==> config.mk <==
export PLATFORM = sky130hd
export DESIGN_NAME = mem_port_arbiter
export DESIGN_NICKNAME = d
export VERILOG_FILES = /design/src/rtl/mem_port_arbiter.sv
export SDC_FILE = /design/constraint.sdc
export NUM_CORES = 1
export LEC_CHECK = 0
export CAP_MARGIN = 20
export CORE_MARGIN = 10
export CORE_UTILIZATION = 36
export CTS_CLUSTER_SIZE = 28
export DETAILED_ROUTE_END_ITERATION = 6
export PLACE_DENSITY_LB_ADDON = 0.25
export SKIP_CTS_REPAIR_TIMING = 1
export SLEW_MARGIN = 0
export SYNTH_ARGS = -nofsm -noshare
export SYNTH_HDL_FRONTEND = slang
export SYNTH_SLANG_ARGS = --single-unit
==> constraint.sdc <==
create_clock -name clk -period 1.8 [get_ports clk]
set_input_delay 0.27 -clock clk [delete_from_list [all_inputs] [get_ports clk]]
set_output_delay 0.27 -clock clk [all_outputs]
set_load 0.005 [all_outputs]
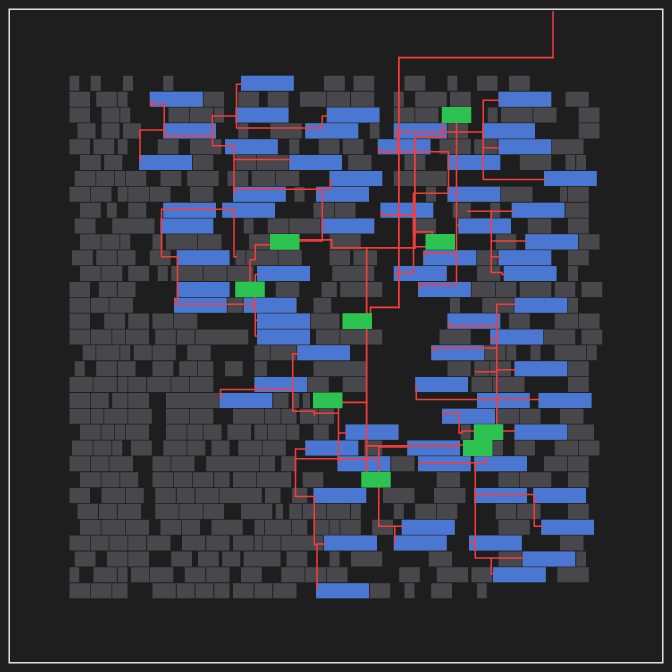
Run 1: routed clock nets over the placement
[red] clock wires | length: 868 um
[green] clock drivers | count: 9
[blue] flip-flops | count: 70
routed clock nets: 10
clock skew: 0.0138 ns
Clk pwr share: 0.238
clock-net power: 1100 uW
clk_lat worst skew: 0.34 ns

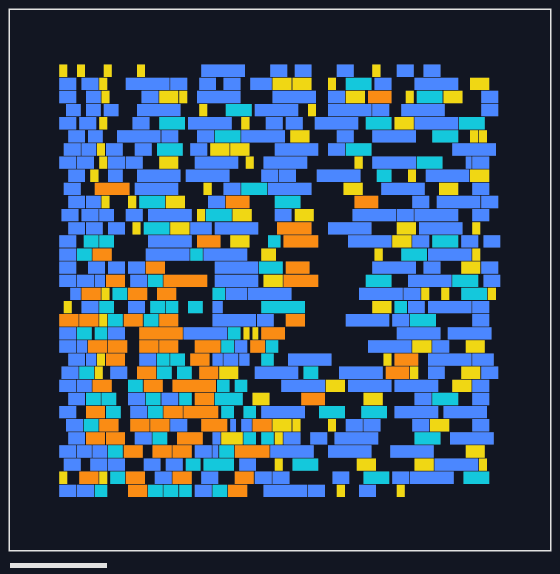
Run 1: drive-strength map
Bar = 20 um.
| color | size | cells | share |
|---|---|---|---|
| yellow | _2 cells | 90 | 19% |
| blue | _0 and _1 cells | 226 | 49% |
| orange | _6 and larger | 61 | 13% |
| cyan | _3 and _4 cells | 85 | 18% |
cell area after layout: 5820 um2
Final WS setup: -0.484 ns
Area Overhead vs Synth: 91.6%
bufs w/o clock: 244

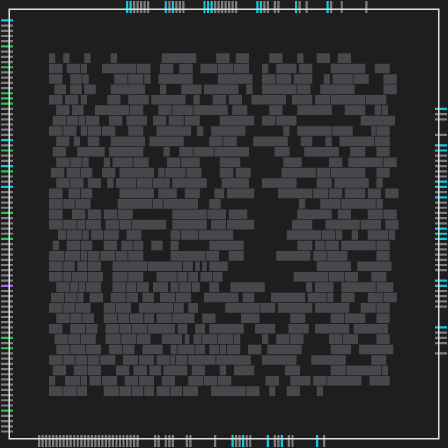
Run 1: I/O pins on the die edge
Pins as bars across the die edge, other pins in gray.
| color | port | pins | direction | edge |
|---|---|---|---|---|
| purple | `mem_en` | 1 | output | left |
| green | `if_addr` | 12 | input | left |
| cyan | `if_rdata` | 32 | output | 12 right, 11 top, 5 bottom, 4 left |
number of port buffers: 206
Die Width: 112 um
Die H: 112 um

==> results.py, run 1 <==
# Metrics from the implementation run
metrics = {
    "yosys": {
        "synth-async-reset-ratio": 1.00,
        "top_cell": "dfrtp_1",
        "edf_count": 0,
        "seq_area_frac_synth": 0.577,
        "avgSynthCellArea_um2": 14.1,
        "synth-warning-count": 0,
        "yosys.area.top_type": "dfrtp_1",
        "synth_nets": 311,
        "ys_area_um2": 3040,
        "yosys-top-cells-area": "dfrtp_1 58%, mux2_2 24%, and2_1 6.8%",
        "ff_type": "dfrtp_1",
        "synth_cell_type_count": 21,
    },
    "clocking": {
        "clkTransAtPathRegs_ns": 0.07,
        "htreeDepth": 3,
        "cts_made_buffers": 9,
        "cts_tree": "built",
        "cts_num_sinks": 70,
        "ctsRootBufferMaster": "clkbuf_8",
    },
    "status": {
        "run_status": "complete, but fails checks",
        "violations": "negative setup slack",
    },
    "route": {
        "postRouteAntennaNets": 0,
        "drt-vias-per-instance": 4.82,
        "route.detailed.drc": 0,
        "firstDrtPassIters": 4,
        "drtIter0Drc": 84,
        "vias": 2731,
        "wl_um": 11600,
        "wl_per_cell_um": 20.5,
    },
    "worst_setup_path": {
        "crit_arrival_ns": 2.01,
        "worst_ep_required_time_ns": 1.53,
        "crit_type": "reg2out",
        "ff2ff_path_depth": 10,
        "critPathCaptureType": "output pin",
        "crit_path_start_kind": "flip-flop",
    },
    "power_and_ir_drop": {
        "ir_drop_v": 0.000345,
        "pwr-share-comb": 0.343,
        "finalPower_uw": 4650,
        "internal_power_uw": 3410,
        "powerDensity_nw_per_um2": 798,
        "p_seq_frac": 0.419,
        "swShare": 0.266,
    },
    "global_routing": {
        "grt_pass1_vias": 2901,
        "grt_pass1_wl_um": 16500,
        "grt.total_usage": 0.165,
        "gr-total-overflow": 0,
        "antenna_found_initial": 0,
    },
    "cells_and_area": {
        "final_cell_mix": "125 x clkdlybuf4s50_1, 70 x dfrtp_1, 39 x buf_6",
        "lay_top_count": "clkdlybuf4s50_1",
        "layout-drive-gt1-share": 0.511,
        "register_area_um2": 1750,
        "comb_area_um2": 1410,
        "final_nets": 552,
        "n_antenna_cell": 0,
        "fill_cells": 581,
    },
    "run": {
        "warnings": 28,
        "max-cap-violations": 0,
    },
    "place": {
        "place.gp.congestion": 0.817,
    },
    "sta": {
        "worst_pin_slew_ns": 0.863,
        "worst_slack_ns": -0.484,
        "max_freq_mhz": 438,
        "relSlewSlack": 0.425,
        "fin_setup_tns_ns": -31.32,
        "finalHoldViolCount": 0,
        "fin_crit_ns": 2.28,
        "setup_viol": 114,
        "drv_slew": 0,
        "finalCritPeriodShare": 1.27,
        "rsz0062_at_grt": "yes",
    },
    "floorplanning": {
        "fp_util": 0.370,
        "dieArea_um2": 12500,
        "core_region_area_um2": 8220,
        "ios": 207,
    },
    "min_path": {
        "hp-class": "in2async",
    },
}
==> run 1: per-layer routing <==
layer | vias up | track usage | wire, um
li1 | 1224 | - | -
met1 | 1329 | 0.168 | 4020
met2 | 154 | 0.288 | 6110
met3 | 24 | 0.0929 | 1340
met4 | 0 | 0.0360 | 172
met5 | - | 0 | 0
==> run 1: power by group through the flow <==
stage	Clock [uW]	Sequential [uW]	Combinational, uW
global placement	0	1950	1560
global route	1210	1980	1720
finish	1100	1950	1590
floorplan	0	1940	503
CTS	1130	1940	1600
detailed placement	0	1970	1590
==> run 1: per-stage QoR <==
step	utilization	hold slack (ns)	cells	instance area, um2	worst slack [ns]
after global placement	0.648	0.476	529	5320	-0.525
after detailed placement	0.648	0.482	529	5320	-0.571
after global routing	0.709	0.271	567	5820	-0.544
after floorplan	-	-0.0256	216	3040	0.194
after CTS	0.669	0.216	545	5500	-0.952
final	0.709	0.199	567	5820	-0.484
==> run 1: kinds of logic (layout without fill, tap and decap cells) <==
logic type / count (synthesis) / in the layout / share of synthesized area
AND-OR/OR-AND: 16 / 16 / 0.0457
AND/OR/NAND/NOR: 44 / 44 / 0.0931
adder cells (fa/ha/maj): 2 / 2 / 0.00824
flip-flops: 70 / 70 / 0.577
buffers and inverters: 18 / 264 / 0.0325
XOR/XNOR: 1 / 1 / 0.00288
multiplexers: 65 / 65 / 0.241
==> run 1: final cells by class <==
class                   instances  area share
well taps                     105      0.0226
clock inverters                 7     0.00838
clock buffers                   9      0.0213
multi-input cells             128       0.242
inverters                       4     0.00258
repair buffers                244       0.402
flip-flops and latches         70       0.301
==> run 1: worst max-delay path, cell delays in order, from the launching register on <==
cell and delay, ns:
dfrtp_1 0.36, inv_2 0.06, ha_4 0.15, and3b_2 0.22
buf_6 0.12, o211a_4 0.29, buf_12 0.15, a22o_1 0.19
buf_2 0.13
Run 1, clock nets:
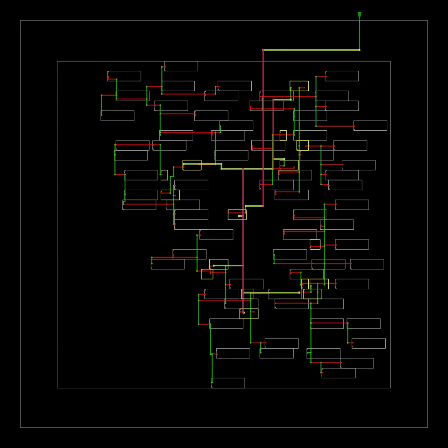

--- run 2 (diff from run 1) ---
--- a/config.mk
+++ b/config.mk
@@ -6,11 +6,13 @@
 export NUM_CORES = 1
 export LEC_CHECK = 0
 export CAP_MARGIN = 20
+export CELL_PAD_IN_SITES_DETAIL_PLACEMENT = 1
+export CELL_PAD_IN_SITES_GLOBAL_PLACEMENT = 1
 export CORE_MARGIN = 10
-export CORE_UTILIZATION = 36
+export CORE_UTILIZATION = 26
 export CTS_CLUSTER_SIZE = 28
 export DETAILED_ROUTE_END_ITERATION = 6
-export PLACE_DENSITY_LB_ADDON = 0.25
+export PLACE_DENSITY = 0.77
 export SKIP_CTS_REPAIR_TIMING = 1
 export SLEW_MARGIN = 0
 export SYNTH_ARGS = -nofsm -noshare
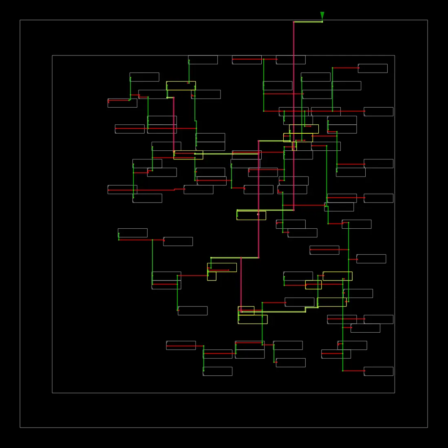
Run 2: clock nets
clk_lat worst skew: 0.33 ns
clock-net power: 1600 uW
CLK BUF: 12
registers: 70

==> run 2 against run 1 <==
The run still ends with negative setup slack left. Sequential power about the same. Worst setup slack better by 0.072 ns. Combinational power up 16%. Highest routed layer unchanged. Power up 17%. Core utilization down 16 points. Via count up 4.8%. Clock power up 45%.
==> results.py, run 2 <==
# Metrics from the implementation run
metrics = {
    "yosys": {
        "ys_area_um2": 3040,
        "ff_type": "dfrtp_1",
        "synthMuxAreaShare": 0.241,
        "synth_cell_type_count": 21,
        "edf_count": 0,
        "ys_sh_xor": 0.00288,
        "seq_area_frac_synth": 0.577,
        "top_cell": "dfrtp_1",
        "synth_nets": 311,
        "yosys.area.top_type": "dfrtp_1",
        "simple_gate_area_frac": 0.0931,
        "yosys-top-cells-area": "dfrtp_1 58%, mux2_2 24%, and2_1 6.8%",
        "top_logic_kind": "multiplexers",
        "avgSynthCellArea_um2": 14.1,
        "syn_area_um2": 3040,
        "top_area_frac": 0.577,
        "synth-warning-count": 0,
        "ys_sh_aoi": 0.0457,
        "synth-async-reset-ratio": 1.00,
        "fa_ha_area_frac": 0.00824,
    },
    "sta": {
        "fin_crit_ns": 2.21,
        "whs_ns": 0.218,
        "finalCritPeriodShare": 1.23,
        "worst_slack_ns": -0.411,
        "worst_pin_slew_ns": 0.885,
        "finalHoldViolCount": 0,
        "max_freq_mhz": 452,
        "relSlewSlack": 0.410,
        "rsz0062_at_grt": "yes",
        "drv_slew": 0,
        "setup_viol": 104,
        "clock_skew_ns": 0.00684,
    },
    "clocking": {
        "clkTransAtPathRegs_ns": 0.05,
        "htreeDepth": 3,
        "cts_tree": "built",
        "cts_made_buffers": 9,
        "ctsRootBufferMaster": "clkbuf_16",
        "cts_num_sinks": 70,
    },
    "min_path": {
        "hp-class": "in2async",
    },
    "place": {
        "dp_cells": 566,
        "dp_slack_ns": -0.480,
        "place_area_um2": 5380,
        "place.gp.congestion": 0.704,
        "port_buffers": 206,
    },
    "route": {
        "postRouteAntennaNets": 0,
        "vias": 2861,
        "route.detailed.drc": 0,
        "wl_per_cell_um": 23.0,
        "drtIter0Drc": 105,
        "drt-vias-per-instance": 4.51,
        "wl_um": 14600,
        "firstDrtPassIters": 4,
    },
    "status": {
        "violations": "negative setup slack",
        "run_status": "complete, but fails checks",
    },
    "worst_setup_path": {
        "cp_slowest_stage_delay_ns": 0.36,
        "cpMaxStageDelayCell": "dfrtp_1",
        "crit_path_start_kind": "flip-flop",
        "crit_chain": "inv_2, ha_4, and3b_2, a21oi_4, buf_12, buf_8, clkbuf_16, and2_1, clkbuf_2",
        "crit_type": "reg2out",
        "crit_arrival_ns": 1.94,
        "ff2ff_path_depth": 6,
        "critPathCaptureType": "output pin",
        "worst_ep_required_time_ns": 1.53,
    },
    "cells_and_area": {
        "final_nets": 583,
        "fin_cells": 634,
        "layout-drive-gt1-share": 0.545,
        "area_delta_synth_final_pct": 107,
        "final_cell_mix": "91 x clkdlybuf4s50_1, 70 x dfrtp_1, 47 x buf_6",
        "lay_top_count": "clkdlybuf4s50_1",
    },
    "global_routing": {
        "grt_pass1_vias": 3003,
        "met1_usage": 0.139,
        "grt_most_used_layer": "met2",
        "grt_pass1_wl_um": 17900,
        "gr-total-overflow": 0,
        "use_met3": 0.0889,
        "use_met2": 0.241,
        "antenna_found_initial": 1,
        "grt.total_usage": 0.141,
    },
    "floorplanning": {
        "die_h_um": 128,
        "ios": 207,
        "core_region_area_um2": 11400,
        "die_w_um": 128,
        "fp_util": 0.266,
        "dieArea_um2": 16400,
    },
    "power_and_ir_drop": {
        "ir_drop_v": 0.000595,
        "cellLeakagePower_uw": 0.00323,
        "powerDensity_nw_per_um2": 862,
    },
    "run": {
        "warnings": 28,
        "max-cap-violations": 0,
    },
}
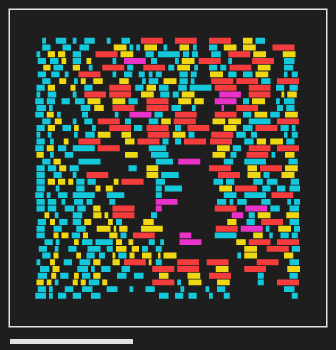
Run 2: placement by cell class
Bar = 50 um.
| color | class | cells | share of their area |
|---|---|---|---|
| yellow | combinational and other logic | 132 | 24% |
| magenta | clock drivers and dummy loads | 13 | 4.3% |
| red | sequential cells | 70 | 29% |
| cyan | remaining buffers and delay cells | 275 | 43% |
cell area after layout: 6290 um2
Core Util, Final: 0.551
fraction of area in registers: 0.279

run 2: cell counts after synthesis:
No cell type changed its count.
run 2: logic make-up (layout without fill, tap and decap cells):
family	Yosys count	after routing
and+or+nand+nor	44	44
other	0	1
AOI/OAI and AO/OA	16	16
adders and majority gates	2	2
buffers and inverters	18	292
xor gates and xnor gates	1	1
muxes	65	65
DFF	70	70
run 2: per-layer routing:
layer | vias up | routed length (um) | part of all wire
li1 | 1287 | - | -
met1 | 1412 | 5260 | 0.36
met2 | 152 | 7640 | 0.52
met3 | 10 | 1540 | 0.11
met4 | 0 | 129 | 0.0089
met5 | - | 0 | 0
run 2: cell type report:
cell class / instances / area, um2
timing repair buffer: 275 / 2650
inverter: 4 / 15.0
clock buffer: 12 / 256
sequential: 70 / 1750
tap: 143 / 179
fill: 1171 / 5130
clock inverter: 1 / 7.51
multi-input combinational: 128 / 1420
antenna: 1 / 2.50
run 2: stage by stage:
| stage | TNS (ns) | total power (uW) |
|---|---|---|
| 2_1_floorplan | 0 | 2450 |
| 3_3_place_gp | -21.90 | 3530 |
| 3_5_place_dp | -22.41 | 3590 |
| 4_1_cts | -61.26 | 5220 |
| 5_1_grt | -30.04 | 5710 |
| 6_report | -23.07 | 5420 |
run 2: critical path, delay by kind of cell, from the launching register on:
kind | cells | cell delay (ns)
and+or+nand+nor | 2 | 0.39
adders and majority gates | 1 | 0.15
buffers and inverters | 5 | 0.58
AOI/OAI and AO/OA | 1 | 0.15
DFF | 1 | 0.36
run 2: where the power goes:
part | switching (uW) | internal [uW] | total (uW)
Clock | 612 | 984 | 1600
Combinational | 664 | 1180 | 1840
Sequential | 101 | 1880 | 1980
Total | 1380 | 4040 | 5420
No activity file was given, so power comes from the tool's default toggle rates.
